===== config.mk =====
export PLATFORM = sky130hd
export DESIGN_NAME = pixel_stream_packer
export DESIGN_NICKNAME = d
export VERILOG_FILES = /design/src/rtl/pixel_stream_pkg.sv /design/src/rtl/fletcher32_accum.sv /design/src/rtl/pixel_stream_packer.sv
export SDC_FILE = /design/constraint.sdc
export NUM_CORES = 1
export LEC_CHECK = 0
export CORE_ASPECT_RATIO = 1.25
export CORE_MARGIN = 1
export CORE_UTILIZATION = 59
export DETAILED_ROUTE_END_ITERATION = 7
export PLACE_DENSITY = 0.82
export SYNTH_ARGS = -nofsm -noshare
export SYNTH_HDL_FRONTEND = slang
export SYNTH_SLANG_ARGS = --single-unit
export TNS_END_PERCENT = 10

===== constraint.sdc =====
create_clock -name clk -period 10.3 [get_ports clk]
set_input_delay 1.545 -clock clk [delete_from_list [all_inputs] [get_ports clk]]
set_output_delay 1.545 -clock clk [all_outputs]
set_load 0.005 [all_outputs]

===== src/rtl/pixel_stream_pkg.sv =====
`default_nettype none
// ============================================================================
// Module      : pixel_stream_pkg
// Description : Shared types and helpers for the pixel stream packer: FSM
//               state encoding, host-to-wire byte swap, Fletcher modulus.
// Revision    : 1.0 - initial release
// ============================================================================
package pixel_stream_pkg;

    // Fletcher-32 works modulo 2^16-1; 0xFFFF reduces to 0.
    localparam logic [15:0] FLETCHER_MOD = 16'hFFFF;

    typedef enum logic [2:0] {
        ST_IDLE   = 3'd0,
        ST_HEADER = 3'd1,
        ST_PIXELS = 3'd2,
        ST_CK0    = 3'd3,
        ST_CK1    = 3'd4,
        ST_PAD    = 3'd5
    } stateT;

    // Host-order word to little-endian wire word.
    function automatic logic [15:0] swap16(input logic [15:0] word);
        return {word[7:0], word[15:8]};
    endfunction

endpackage
`default_nettype wire


===== src/rtl/fletcher32_accum.sv =====
`default_nettype none
// ============================================================================
// Module      : fletcher32_accum
// Description : Fletcher-32 running sums. One 16-bit word folded in per
//               enabled cycle; both sums kept in [0, 65534].
// Revision    : 1.0 - initial release
// ============================================================================
module fletcher32_accum
    import pixel_stream_pkg::*;
(
    input  logic        clk,
    input  logic        rst,
    input  logic        clear,
    input  logic        en,
    input  logic [15:0] din,
    output logic [31:0] sum
);

    logic [15:0] r_sumA;
    logic [15:0] r_sumB;
    logic [15:0] w_nextA;
    logic [15:0] w_nextB;

    // (a + b) mod 65535 for a in [0,65534], b in [0,65535]; one subtract suffices.
    function automatic logic [15:0] modAdd(input logic [15:0] a, input logic [15:0] b);
        logic [16:0] s;
        s = {1'b0, a} + {1'b0, b};
        if (s >= {1'b0, FLETCHER_MOD}) begin
            s = s - {1'b0, FLETCHER_MOD};
        end
        return s[15:0];
    endfunction

    // Next sums: B folds in the already-updated A.
    always_comb begin
        w_nextA = modAdd(r_sumA, din);
        w_nextB = modAdd(r_sumB, w_nextA);
    end

    // Sum registers, cleared at frame start.
    always_ff @(posedge clk) begin
        if (rst || clear) begin
            r_sumA <= 16'h0000;
            r_sumB <= 16'h0000;
        end else if (en) begin
            r_sumA <= w_nextA;
            r_sumB <= w_nextB;
        end
    end

    assign sum = {r_sumB, r_sumA};

endmodule
`default_nettype wire


===== src/rtl/pixel_stream_packer.sv =====
`default_nettype none
// ============================================================================
// Module      : pixel_stream_packer
// Description : Builds the SD image word stream: header words, decimated
//               pixels, Fletcher-32 checksum and zero padding, byte-swapped
//               to little-endian, through a one-deep output register.
// Revision    : 1.0 - initial release
// ============================================================================
module pixel_stream_packer
    import pixel_stream_pkg::*;
#(
    parameter int HEADER_WORD_COUNT  = 8,
    parameter int IMAGE_WIDTH        = 2304,
    parameter int IMAGE_HEIGHT       = 1296,
    parameter int FILTER_PERIOD      = 1,
    parameter int FILTER_KEEP        = 1,
    parameter int PADDING_WORD_COUNT = 0
) (
    input  logic        clk,
    input  logic        rst,
    input  logic        start,
    output logic        busy,
    output logic        done,
    input  logic        hdr_valid,
    output logic        hdr_ready,
    input  logic [15:0] hdr_data,
    input  logic        pix_valid,
    output logic        pix_ready,
    input  logic [15:0] pix_data,
    output logic        out_valid,
    input  logic        out_ready,
    output logic [15:0] out_data
);

    localparam int c_HDR_W = (HEADER_WORD_COUNT > 0) ? $clog2(HEADER_WORD_COUNT + 1) : 1;
    localparam int c_X_W   = $clog2(IMAGE_WIDTH + 1);
    localparam int c_Y_W   = $clog2(IMAGE_HEIGHT + 1);
    localparam int c_PH_W  = $clog2(FILTER_PERIOD + 1);
    localparam int c_PAD_W = (PADDING_WORD_COUNT > 0) ? $clog2(PADDING_WORD_COUNT + 1) : 1;

    localparam logic [c_HDR_W-1:0] c_HDR_LAST = c_HDR_W'((HEADER_WORD_COUNT > 0) ? HEADER_WORD_COUNT - 1 : 0);
    localparam logic [c_X_W-1:0]   c_X_LAST   = c_X_W'(IMAGE_WIDTH - 1);
    localparam logic [c_Y_W-1:0]   c_Y_LAST   = c_Y_W'(IMAGE_HEIGHT - 1);
    localparam logic [c_PH_W-1:0]  c_PH_LAST  = c_PH_W'(FILTER_PERIOD - 1);
    localparam logic [c_PH_W-1:0]  c_KEEP     = c_PH_W'(FILTER_KEEP);
    localparam logic [c_PAD_W-1:0] c_PAD_LAST = c_PAD_W'((PADDING_WORD_COUNT > 0) ? PADDING_WORD_COUNT - 1 : 0);

    stateT               r_state;
    stateT               w_nextState;

    logic [c_HDR_W-1:0]  r_hdrCnt;
    logic [c_X_W-1:0]    r_x;
    logic [c_Y_W-1:0]    r_y;
    logic [c_PH_W-1:0]   r_xPh;
    logic [c_PH_W-1:0]   r_yPh;
    logic [c_PAD_W-1:0]  r_padCnt;

    logic                r_outValid;
    logic [15:0]         r_outData;
    logic                r_outLast;
    logic                r_busy;
    logic                r_done;

    logic                w_loadEn;
    logic                w_load;
    logic [15:0]         w_loadData;
    logic                w_loadLast;
    logic                w_sumEn;
    logic [15:0]         w_sumDin;
    logic [31:0]         w_sum;
    logic                w_keep;
    logic                w_hdrReady;
    logic                w_pixReady;
    logic                w_hdrAcc;
    logic                w_pixAcc;
    logic                w_lastPix;
    logic                w_startAcc;
    logic                w_lastHandshake;

    // The output register may take a new word when empty or being drained.
    assign w_loadEn        = !r_outValid || out_ready;
    assign w_keep          = (r_xPh < c_KEEP) && (r_yPh < c_KEEP);
    assign w_lastPix       = (r_x == c_X_LAST) && (r_y == c_Y_LAST);
    assign w_hdrAcc        = hdr_valid && w_hdrReady;
    assign w_pixAcc        = pix_valid && w_pixReady;
    // A start in the done cycle is dropped; busy/done both low means truly idle.
    assign w_startAcc      = start && (r_state == ST_IDLE) && !r_busy && !r_done;
    assign w_lastHandshake = r_outValid && out_ready && r_outLast;

    // Next-state, upstream ready and output-register load selection.
    always_comb begin
        w_nextState = r_state;
        w_hdrReady  = 1'b0;
        w_pixReady  = 1'b0;
        w_load      = 1'b0;
        w_loadData  = 16'h0000;
        w_loadLast  = 1'b0;
        w_sumEn     = 1'b0;
        w_sumDin    = 16'h0000;
        case (r_state)
            ST_IDLE: begin
                if (w_startAcc) begin
                    w_nextState = (HEADER_WORD_COUNT > 0) ? ST_HEADER : ST_PIXELS;
                end
            end
            ST_HEADER: begin
                w_hdrReady = w_loadEn;
                if (hdr_valid && w_loadEn) begin
                    w_load     = 1'b1;
                    w_loadData = swap16(hdr_data);
                    w_sumEn    = 1'b1;
                    w_sumDin   = hdr_data;
                    if (r_hdrCnt == c_HDR_LAST) begin
                        w_nextState = ST_PIXELS;
                    end
                end
            end
            ST_PIXELS: begin
                // Dropped pixels need no output slot, so they drain every cycle.
                w_pixReady = w_keep ? w_loadEn : 1'b1;
                if (pix_valid && w_pixReady) begin
                    if (w_keep) begin
                        w_load     = 1'b1;
                        w_loadData = swap16(pix_data);
                        w_sumEn    = 1'b1;
                        w_sumDin   = pix_data;
                    end
                    if (w_lastPix) begin
                        w_nextState = ST_CK0;
                    end
                end
            end
            ST_CK0: begin
                if (w_loadEn) begin
                    w_load      = 1'b1;
                    w_loadData  = swap16(w_sum[15:0]);
                    w_nextState = ST_CK1;
                end
            end
            ST_CK1: begin
                if (w_loadEn) begin
                    w_load      = 1'b1;
                    w_loadData  = swap16(w_sum[31:16]);
                    w_loadLast  = (PADDING_WORD_COUNT == 0);
                    w_nextState = (PADDING_WORD_COUNT == 0) ? ST_IDLE : ST_PAD;
                end
            end
            ST_PAD: begin
                if (w_loadEn) begin
                    w_load     = 1'b1;
                    w_loadData = 16'h0000;
                    if (r_padCnt == c_PAD_LAST) begin
                        w_loadLast  = 1'b1;
                        w_nextState = ST_IDLE;
                    end
                end
            end
            default: begin
                w_nextState = ST_IDLE;
            end
        endcase
    end

    // State register.
    always_ff @(posedge clk) begin
        if (rst) begin
            r_state <= ST_IDLE;
        end else begin
            r_state <= w_nextState;
        end
    end

    // Frame position counters; x/y phases track the decimation period without dividers.
    always_ff @(posedge clk) begin
        if (rst || w_startAcc) begin
            r_hdrCnt <= '0;
            r_x      <= '0;
            r_y      <= '0;
            r_xPh    <= '0;
            r_yPh    <= '0;
            r_padCnt <= '0;
        end else begin
            if (w_hdrAcc) begin
                r_hdrCnt <= r_hdrCnt + 1'b1;
            end
            if (w_pixAcc) begin
                if (r_x == c_X_LAST) begin
                    r_x   <= '0;
                    r_xPh <= '0;
                    r_y   <= r_y + 1'b1;
                    r_yPh <= (r_yPh == c_PH_LAST) ? '0 : r_yPh + 1'b1;
                end else begin
                    r_x   <= r_x + 1'b1;
                    r_xPh <= (r_xPh == c_PH_LAST) ? '0 : r_xPh + 1'b1;
                end
            end
            if ((r_state == ST_PAD) && w_loadEn) begin
                r_padCnt <= r_padCnt + 1'b1;
            end
        end
    end

    // One-deep output register; holds its word while the consumer stalls.
    always_ff @(posedge clk) begin
        if (rst) begin
            r_outValid <= 1'b0;
            r_outData  <= 16'h0000;
            r_outLast  <= 1'b0;
        end else if (w_loadEn) begin
            r_outValid <= w_load;
            if (w_load) begin
                r_outData <= w_loadData;
                r_outLast <= w_loadLast;
            end
        end
    end

    // Frame status: busy spans accept-to-last-handshake, done pulses right after.
    always_ff @(posedge clk) begin
        if (rst) begin
            r_busy <= 1'b0;
            r_done <= 1'b0;
        end else begin
            r_done <= w_lastHandshake;
            if (w_startAcc) begin
                r_busy <= 1'b1;
            end else if (w_lastHandshake) begin
                r_busy <= 1'b0;
            end
        end
    end

    fletcher32_accum u_fletcher (
        .clk   (clk),
        .rst   (rst),
        .clear (w_startAcc),
        .en    (w_sumEn),
        .din   (w_sumDin),
        .sum   (w_sum)
    );

    assign hdr_ready = w_hdrReady;
    assign pix_ready = w_pixReady;
    assign out_valid = r_outValid;
    assign out_data  = r_outData;
    assign busy      = r_busy;
    assign done      = r_done;

endmodule
`default_nettype wire

Figure 1. Power grid (run 1).
Scale: 3 px per um. Pins as bars on the die edge.
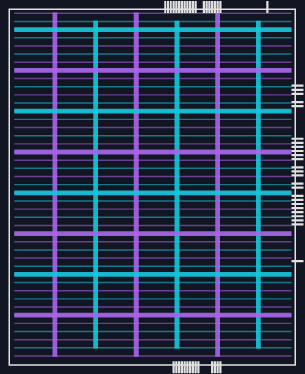
VSS -> purple
VDD -> cyan
rows = 42
met1 rails = 43
met4 straps = 6

Figure 2. Signal wires by layer (run 1).
Scale: 4 px per um.
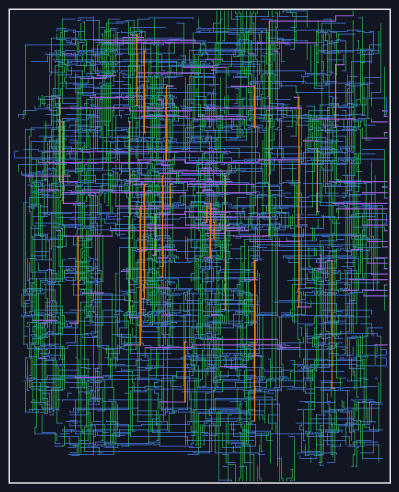
met4 -> orange  # wire length 562 um
met3 -> purple  # wire length 1040 um
met2 -> green  # wire length 9140 um
met1 -> blue  # wire length 7390 um
detailed-route wire length: 18100 um
vias post-DR: 6366
Tot GR Track Use: 0.328

Figure 3. Gate families picked out (run 1).
Scale: 2 px per um.
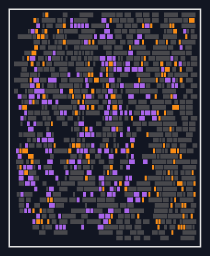
NOR gates -> orange  # cells 141, most used nor2_1, where all over the die
inverting AOI/OAI gates -> purple  # cells 185, most used a21oi_1
share of cell area taken by multi-input logic gates: 0.610
number of standard cells in the layout, taps in and fillers out: 976
most instantiated logic cell after routing: sky130_fd_sc_hd__nor2_1

==> results.txt, run 1 <==
Results of the implementation run.

The met3 demand-to-capacity share in global routing is 0.0581. The highest net fanout along the worst path came out at 10. After layout, the inverter instance count without clock inverters stands at 19. The worst setup path is captured at a register.

After floorplanning, the core was divided into 42 placement rows. The number of buffers and inverters on the critical path is 3. The smallest hold slack is 0.471 ns. 660 cells are multi-input combinational gates.

Per report_power, the Sequential row totals 0.449 mW. The post-synthesis cell count is 812. The post-placement worst setup slack came out at 0.405 ns. The timing report shows the most common cell along the critical path to be sky130_fd_sc_hd__nor3_1. Of all cell types, the one taking the most synthesized area is sky130_fd_sc_hd__dfxtp_1. Checking hold timing, the worst path is listed with class reg -> reg. Looking at the group totals, the largest power group turns out to be combinational logic. The final timing report gives a worst setup slack of 0.652 ns. The run finished with clean final reports. The Yosys chip area is 6360 sq um.

The number of global-route vias before repair came out at 6187. The number of endpoints with negative hold slack in the final report came out at 0. The sequential element share of the synthesized area came out at 0.261.

The synthesis run identifies the leading combinational cell family as AND-OR/OR-AND gates. Buffers inserted during clock tree synthesis total 9. The logic depth of the worst path, buffers included came out at 29. The layout report lists the non-clock buffer share of cell area as 0.0883.

The share of final-layout standard cells stronger than drive strength 1 came out at 0.0592. The area share of xor/xnor cells in the synthesized design is 0.0799. Max-slew check failures listed in the final report amount to 0. The sequential cell area share came out at 0.229. The tally of clock buffers in the finished layout is 10. The count of max-cap constraint violations came out at 0. The clock transition at the registers of the reported paths is 0.06 ns. The chip area came out at 11200 sq um. For this run, the leading register cell type out of synthesis is sky130_fd_sc_hd__dfxtp_1. The worst-case clock skew is 0.00765 ns. Per the detail_route report, routed wire per instance is 18.6 um. The pin count of the biggest net entering global routing came out at 46. The required time at the worst-slack endpoint is 10.59 ns. The arrival time of the worst setup path is 9.93 ns.

The estimated wirelength of the detail-placed design is 13600 um. In this run the number of H-tree levels came out at 3. Hold repair after CTS inserted 0 buffers. The net load switching power is 0.713 mW.
==> run 2, diff against run 1 <==
- SLEW_MARGIN: default -> 0
Figure 4. Clock distribution (run 2).
Scale: 2 px per um.
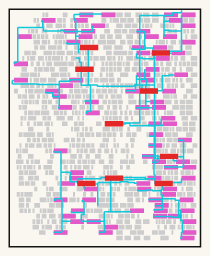
clock wires -> cyan  # length 1080 um
flip-flops -> magenta  # count 83
cells driving clock nets -> red  # count 9
flops lie = all over the die
routed clock nets = 10
clock group share of total power: 0.198
final setup skew: 0.00765 ns
clock insertion delay at the later pin of the skew report: 0.34 ns

Figure 5. Clock nets (run 2).
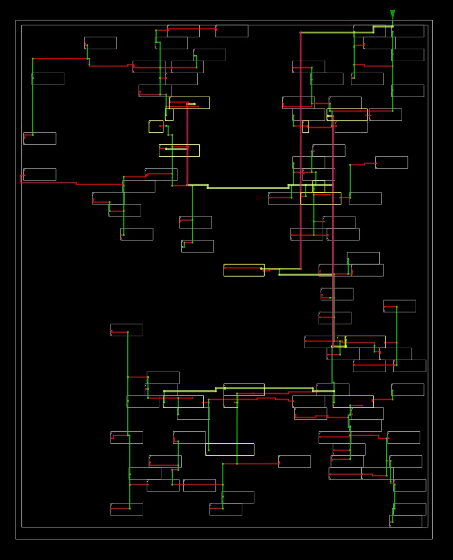
number of buffers created by CTS: 9
layout clock buffer count: 10

==> results.txt, run 2 <==
Results of the implementation run.

The deepest level of the CTS H-tree is 3 (unchanged). The number of buffer and inverter stages on the critical path came to 3 (unchanged). The estimated wirelength of the detail-placed design came out at 13600 um (unchanged). The net load switching power is 0.713 mW (unchanged). The power dissipated in sequential cells was 0.449 mW (about the same). The switching share of total power came out at 0.435 (unchanged). The largest combinational cell category by area is AND-OR/OR-AND gates (unchanged). The class of the most critical hold timing path was reg -> reg (unchanged).

The count of vias placed by the detailed router is 6366 (unchanged). The buffering overhead is 0.0883 (unchanged). The final max-slew violation count came out at 0 (unchanged). The routed wire length per instance came out at 18.6 um (unchanged). The dominant register cell is sky130_fd_sc_hd__dfxtp_1 (unchanged). The highest net fanout along the worst path came out at 10 (unchanged).

The met3 demand-to-capacity share in global routing is 0.0581 (unchanged). The multi-input combinational gate total came out at 660 (unchanged). The met1 usage was 0.383 (unchanged).

The share of final layout cell area taken by clock buffers and inverters came out at 0.0405 (unchanged). The arrival time of the worst setup path came out at 9.93 ns (about the same). The post-placement worst setup slack is 0.405 ns (unchanged). The Yosys chip area is 6360 sq um (unchanged). The pin count of the biggest net entering global routing is 46 (unchanged). The logic depth of the worst path, buffers included is 29 (unchanged). The number of endpoints with negative hold slack in the final report is 0 (unchanged). The dominant logic cell type in the layout is sky130_fd_sc_hd__nor2_1 (unchanged).

The area fraction in compound gates is 0.261 (unchanged). The nature of the critical path endpoint is a register (unchanged). The post-synthesis cell type with the largest combined area was sky130_fd_sc_hd__dfxtp_1 (unchanged).

The cell total after placement came out at 960 (unchanged). The smallest hold slack came out at 0.471 ns (unchanged). The inverter count of the layout excluding clock inverters came out at 19 (unchanged). Result of the run: finished clean (unchanged). The number of standard cells in the final layout excluding fillers is 976 (unchanged). The total track usage came out at 0.328 (unchanged).

The wire length reported by the detailed router is 18100 um (unchanged). The post-synthesis cell count is 812 (unchanged). The top power consumer group is combinational logic (unchanged).

The sequential cell area share came out at 0.229 (unchanged). The fraction of area in multi-input gates came to 0.610 (unchanged). The TritonCTS clock tree was done (unchanged). The chip area was 11200 sq um (unchanged).

The most prevalent standard cell on the critical path was sky130_fd_sc_hd__nor3_1 (unchanged). The share of final-layout standard cells stronger than drive strength 1 came out at 0.0592 (unchanged). The sequential element share of the synthesized area is 0.261 (unchanged). The worst path setup slack after routing came out at 0.652 ns (unchanged). The number of cell rows is 42 (unchanged).
No activity file was given, so power comes from the tool's default toggle rates.
